## src/rtl/calc_pkg.sv

```systemverilog
// Shared constants, segment codes and mode type for the accumulating calculator.
package calc_pkg;

    localparam int SAT_MAX_DEF = 9999;

    localparam logic [6:0] SEG_BLANK = 7'h7F;

    typedef enum logic {ENTRY, RESULT} mode_t;

    // Active-low segments, bit6..bit0 = g..a.
    function automatic logic [6:0] seg_code(input logic [3:0] digit);
        case (digit)
            4'd0:    seg_code = 7'h40;
            4'd1:    seg_code = 7'h79;
            4'd2:    seg_code = 7'h24;
            4'd3:    seg_code = 7'h30;
            4'd4:    seg_code = 7'h19;
            4'd5:    seg_code = 7'h12;
            4'd6:    seg_code = 7'h02;
            4'd7:    seg_code = 7'h78;
            4'd8:    seg_code = 7'h00;
            4'd9:    seg_code = 7'h10;
            default: seg_code = SEG_BLANK;
        endcase
    endfunction

endpackage

```

## src/rtl/bcd7seg.sv

```systemverilog
// One BCD digit to active-low seven-segment code, with a blanking override.
module bcd7seg
    import calc_pkg::*;
(
    input  logic [3:0] digit,
    input  logic       blank,
    output logic [6:0] seg
);

    always_comb begin
        seg = blank ? SEG_BLANK : seg_code(digit);
    end

endmodule

```

## src/rtl/calculator_core.sv

```systemverilog
// Accumulating 8-bit adder with button synchronizers, saturating sum,
// combinational binary-to-BCD and a registered four-digit segment readout.
module calculator_core
    import calc_pkg::*;
#(
    parameter int SAT_MAX = SAT_MAX_DEF
) (
    input  logic       clk,
    input  logic       rst,
    input  logic [7:0] in,
    input  logic       plus,
    input  logic       equal,
    output logic [6:0] seg1,
    output logic [6:0] seg2,
    output logic [6:0] seg3,
    output logic [6:0] seg4
);

    localparam logic [14:0] SAT15 = 15'(SAT_MAX);

    logic [7:0]  seg_in, seg_in_prev;
    logic [13:0] acc, result, seg_display;
    logic [2:0]  plus_sh, equal_sh;
    logic        plus_ev, equal_ev;
    mode_t       mode, mode_nxt;
    logic [14:0] sum;
    logic [13:0] sum_sat;

    // [0],[1] synchronize; [2] is the history bit for the falling-edge compare.
    always_ff @(posedge clk) begin
        if (rst) begin
            plus_sh  <= 3'b111;
            equal_sh <= 3'b111;
            plus_ev  <= 1'b0;
            equal_ev <= 1'b0;
        end else begin
            plus_sh  <= {plus_sh[1:0], plus};
            equal_sh <= {equal_sh[1:0], equal};
            plus_ev  <= plus_sh[2] & ~plus_sh[1];
            equal_ev <= equal_sh[2] & ~equal_sh[1];
        end
    end

    always_comb begin
        sum     = {1'b0, acc} + {7'd0, seg_in};
        sum_sat = (sum > SAT15) ? SAT15[13:0] : sum[13:0];
    end

    always_comb begin
        mode_nxt = mode;
        if (equal_ev)
            mode_nxt = RESULT;
        else if (plus_ev)
            mode_nxt = ENTRY;
        else if (mode == RESULT && seg_in != seg_in_prev)
            mode_nxt = ENTRY;
    end

    always_ff @(posedge clk) begin
        if (rst) begin
            mode        <= ENTRY;
            seg_in      <= 8'd0;
            seg_in_prev <= 8'd0;
            acc         <= 14'd0;
            result      <= 14'd0;
        end else begin
            mode        <= mode_nxt;
            seg_in      <= in;
            seg_in_prev <= seg_in;
            if (equal_ev) begin
                result <= sum_sat;
                acc    <= 14'd0;
            end else if (plus_ev) begin
                acc    <= sum_sat;
            end
        end
    end

    assign seg_display = (mode == RESULT) ? result : {6'd0, seg_in};

    // Double-dabble unrolled; the value never exceeds 9999 so four digits suffice.
    logic [29:0] dd;
    always_comb begin
        dd = {16'd0, seg_display};
        for (int i = 0; i < 14; i++) begin
            for (int d = 0; d < 4; d++) begin
                if (dd[14+4*d +: 4] >= 4'd5)
                    dd[14+4*d +: 4] = dd[14+4*d +: 4] + 4'd3;
            end
            dd = dd << 1;
        end
    end

    logic [3:0] dig3, dig2, dig1, dig0;
    logic       blk3, blk2, blk1;
    logic [6:0] s3, s2, s1, s0;

    assign dig3 = dd[29:26];
    assign dig2 = dd[25:22];
    assign dig1 = dd[21:18];
    assign dig0 = dd[17:14];
    assign blk3 = (dig3 == 4'd0);
    assign blk2 = blk3 && (dig2 == 4'd0);
    assign blk1 = blk2 && (dig1 == 4'd0);

    bcd7seg u_thou (.digit(dig3), .blank(blk3), .seg(s3));
    bcd7seg u_hund (.digit(dig2), .blank(blk2), .seg(s2));
    bcd7seg u_tens (.digit(dig1), .blank(blk1), .seg(s1));
    bcd7seg u_ones (.digit(dig0), .blank(1'b0), .seg(s0));

    always_ff @(posedge clk) begin
        if (rst) begin
            seg1 <= SEG_BLANK;
            seg2 <= SEG_BLANK;
            seg3 <= SEG_BLANK;
            seg4 <= 7'h40;
        end else begin
            seg1 <= s3;
            seg2 <= s2;
            seg3 <= s1;
            seg4 <= s0;
        end
    end

endmodule

```

## config.mk

```make
export PLATFORM = sky130hd
export DESIGN_NAME = calculator_core
export DESIGN_NICKNAME = d
export VERILOG_FILES = /design/src/rtl/calc_pkg.sv /design/src/rtl/bcd7seg.sv /design/src/rtl/calculator_core.sv
export SDC_FILE = /design/constraint.sdc
export NUM_CORES = 1
export LEC_CHECK = 0
export ABC_AREA = 1
export CAP_MARGIN = 20
export CELL_PAD_IN_SITES_DETAIL_PLACEMENT = 0
export CELL_PAD_IN_SITES_GLOBAL_PLACEMENT = 1
export CORE_UTILIZATION = 40
export DETAILED_ROUTE_END_ITERATION = 12
export PLACE_DENSITY_LB_ADDON = 0.25
export SYNTH_ARGS = -nofsm -noshare
export SYNTH_HDL_FRONTEND = slang
export SYNTH_HIERARCHICAL = 1
export SYNTH_SLANG_ARGS = --single-unit
```

## constraint.sdc

```tcl
create_clock -name clk -period 7.4 [get_ports clk]
set_input_delay 1.48 -clock clk [delete_from_list [all_inputs] [get_ports clk]]
set_output_delay 1.48 -clock clk [all_outputs]
set_load 0.1 [all_outputs]
```

==> out/metrics.cfg <==
[run_status]
status=finished with violations
violations=negative setup slack

[detailed_routing]
drtIter0Drc=209
dr.pass1.iters=4
vias_per_cell=4.63
antenna_left=0
drc=0

[sta]
rsz0062_at_grt=true
fmax_mhz=130
setup_viol=28
fin_crit_sh_pct=104
fin_ws_ns=-0.275
skew_ns=0.00752
min_period_ns=7.68
tns_ns=-4.30

[cells_and_area]
post-route-util_pct=61.7
final_cells=1463
drive_above_1_share_pct=44.4
fin_area_mm2=0.0102
antennaDiodeCount=0

[worst_setup_path]
cpMostUsedCell=nand2_2
end_kind=flop
startpoint_type=flop

[yosys]
synth_dominant_cell_count=nand2_1
ys_async_sr_fraction_pct=0
topCellsByArea=dfxtp_1, nand2_1, ha_1
ys.flop_type=dfxtp_1
netlist_top_cells_count=nand2_1, inv_1, dfxtp_1
ys_chip_area_mm2=0.00680
syn_inst=1009
ys_ff=81
post-synth-top-area-fraction_pct=23.9
syn_avg_cell_area_um2=6.73
synth-edff-count=0

[grt]
overflow=0
grt_pass1_vias=6216
grt_max_degree=52
grt_pass1_wl_mm=26.2

[power_and_ir_drop]
power.total_mw=2.12
p_leak_nw=5.32
irDropWorstVdd_mv=0.326
powerDensity_mw_per_mm2=207

[floorplanning]
initCoreUtil_pct=41.0
die_w_um=132
fp.dieH_um=132

[placed_design]
place_inst=1382
place_congestion=0.779
pre_cts_slack_ns=-0.323
dp_hpwl_mm=11.1

[clocking]
cts_buffers=9
htreeDepth=3
clk_latency_ns=0.34
cts_tree=built
cts_hold_buf=0
root_buffer=clkbuf_16
clock_path_buffers=2

[hold_path]
hp-class=flop to flop

[timing repair]
| item | 4_1_cts | 5_1_grt |
|---|---|---|
| pin swaps | 55 | 72 |
| setup endpoints to repair | 28 | 28 |
| cloned | 0 | 0 |
| buffers inserted | 39 | 26 |
| resized | 72 | 82 |
[worst max-delay path, delay by kind of cell (launching register included)]
family / cells / cell delay (ns)
buf+inv: 15 / 1.47
simple gates: 35 / 3.32
compound gates: 4 / 0.61
flops: 1 / 0.39
xor+xnor: 3 / 0.52
fa+ha+maj: 7 / 1.25
[cell type report]
| cell class | instances | area [um2] |
|---|---|---|
| flip-flops and latches | 81 | 1630 |
| fillers | 1533 | 6350 |
| clock inverters | 5 | 51.3 |
| inverters | 181 | 699 |
| repair buffers | 229 | 1860 |
| well taps | 220 | 275 |
| clock buffers | 11 | 264 |
| multi-input cells | 736 | 5460 |
[sequential cells by signal, indices dropped and copies added (netlist names), 3 cells and up]
register and flops:
acc 14, seg3 7, plus_sh 3, result 14, seg2 7, seg_in 8, seg4 7, seg1 7
seg_in_prev 8, equal_sh 3
[routing by layer]
metal	share of wire [%]	up-vias	track usage, %
li1	-	3643	-
met1	48	3075	22.1
met2	50	49	31.5
met3	1.6	12	2.23
met4	1.1	0	4.79
met5	0	-	0
[cell families after synthesis]
family | after synthesis | share of synthesized area [%]
simple gates | 534 | 39.8
buf+inv | 193 | 10.8
compound gates | 117 | 11.1
flops | 81 | 23.9
fa+ha+maj | 59 | 11.0
xor+xnor | 24 | 3.42
other cells | 1 | 0.0552
[report_power, final]
| group | switching (mW) | internal, mW |
|---|---|---|
| clock | 0.200 | 0.267 |
| combinational | 0.701 | 0.450 |
| sequential | 0.0171 | 0.482 |
[worst paths after layout]
| check | startpoint | endpoint | slack (ns) | cells after the start |
|---|---|---|---|---|
| worst max-delay path | mode$_SDFFE_PP0P_ | seg3[3]$_SDFF_PP1_ | -0.28 | 64 |
| worst min-delay path | equal_sh[2]$_SDFF_PP1_ | equal_ev$_SDFF_PP0_ | 0.41 | 2 |
| worst min register to register | equal_sh[2]$_SDFF_PP1_ | equal_ev$_SDFF_PP0_ | 0.41 | 2 |
| worst max register to register | mode$_SDFFE_PP0P_ | seg3[3]$_SDFF_PP1_ | -0.28 | 64 |
==> images/m1.png <==
The bar under the picture is 50 um long.
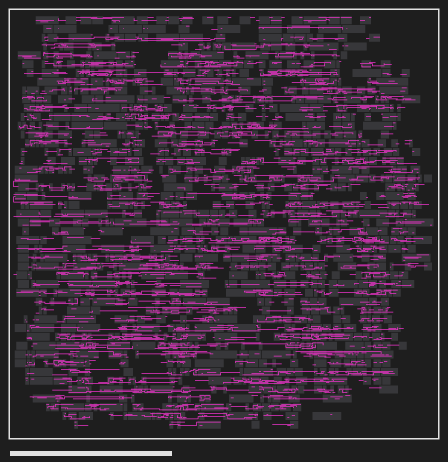
nets with wire on the layer: 1213
longest straight run: 26.7 um
wire length on this layer: 7360 um
main direction: horizontal
share of all routed wire: 48%
met1 GRT Util: 22.1%
Routed WL: 15.5 mm
detailed-route via count: 6779

==> images/congestion_map.png <==
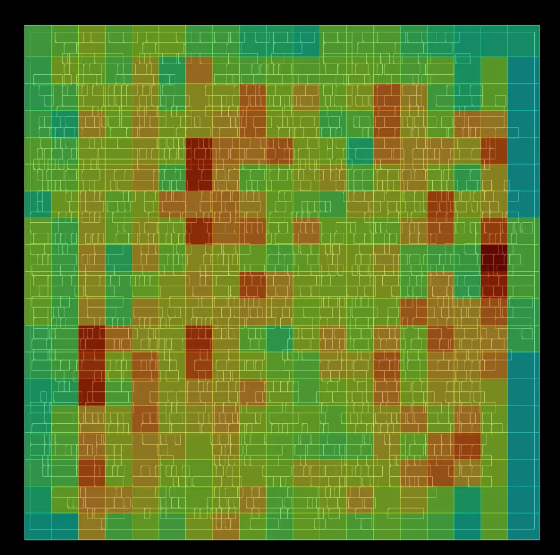
met3 usage: 2.23%
drt wl/cell: 10.6 um
GR Util met2: 31.5%

==> images/closeup.png <==
The bar under the picture is 5 um long. Window x 89 to 109, y 89 to 109 um. Cells in grey, sequential cells in the stronger grey; small squares are vias.
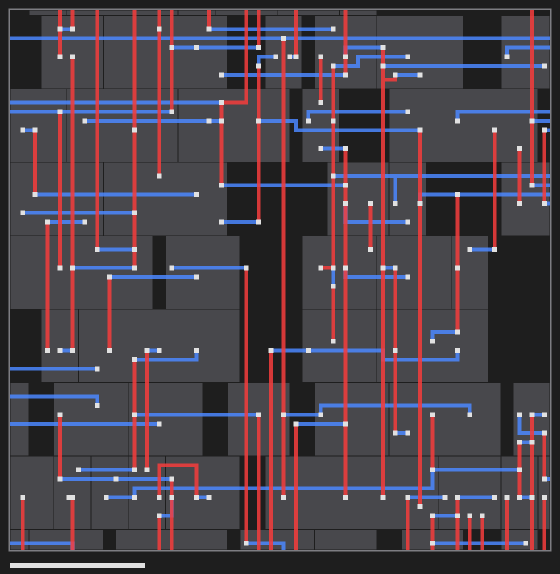
legend:
  M2:
    colour: red
  M1:
    colour: blue
cells with their middle in the window: 36
most frequent: buf_4 (9), nand2_1 (5)
sequential cells in the window: 0

==> images/route_heat.png <==
The die is cut into 26 by 26 equal tiles; white is low, dark blue is high, scaled to the fullest tile. Values are wire area over tile area, all layers added.
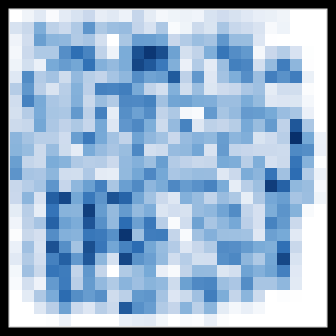
nearly empty tiles: 10%
tiles over half the peak: 27%
fullest tile: 0.39
mean over tiles: 0.13
Total GRT Usage: 17.6%

==> images/layers.png <==
The bar under the picture is 50 um long. Two of the layers only.
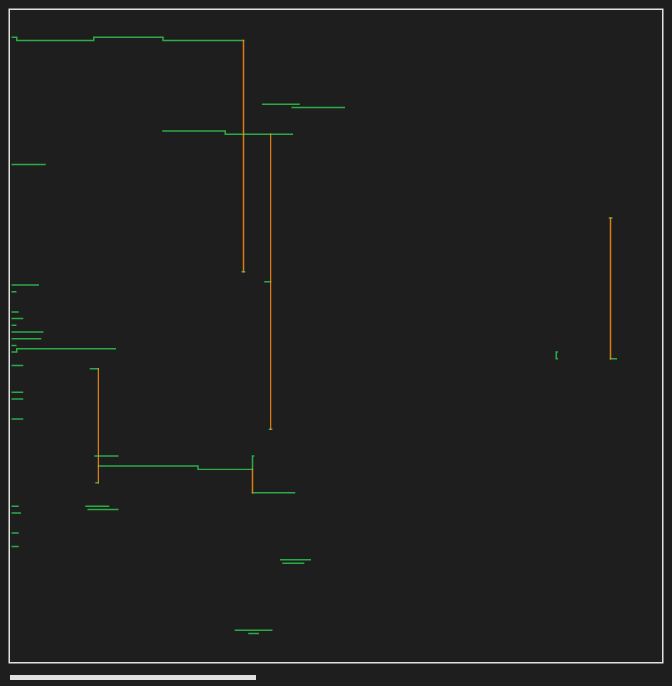
legend:
  M3:
    colour: green
    wire_length: 243 um
  M4:
    colour: orange
    wire_length: 163 um

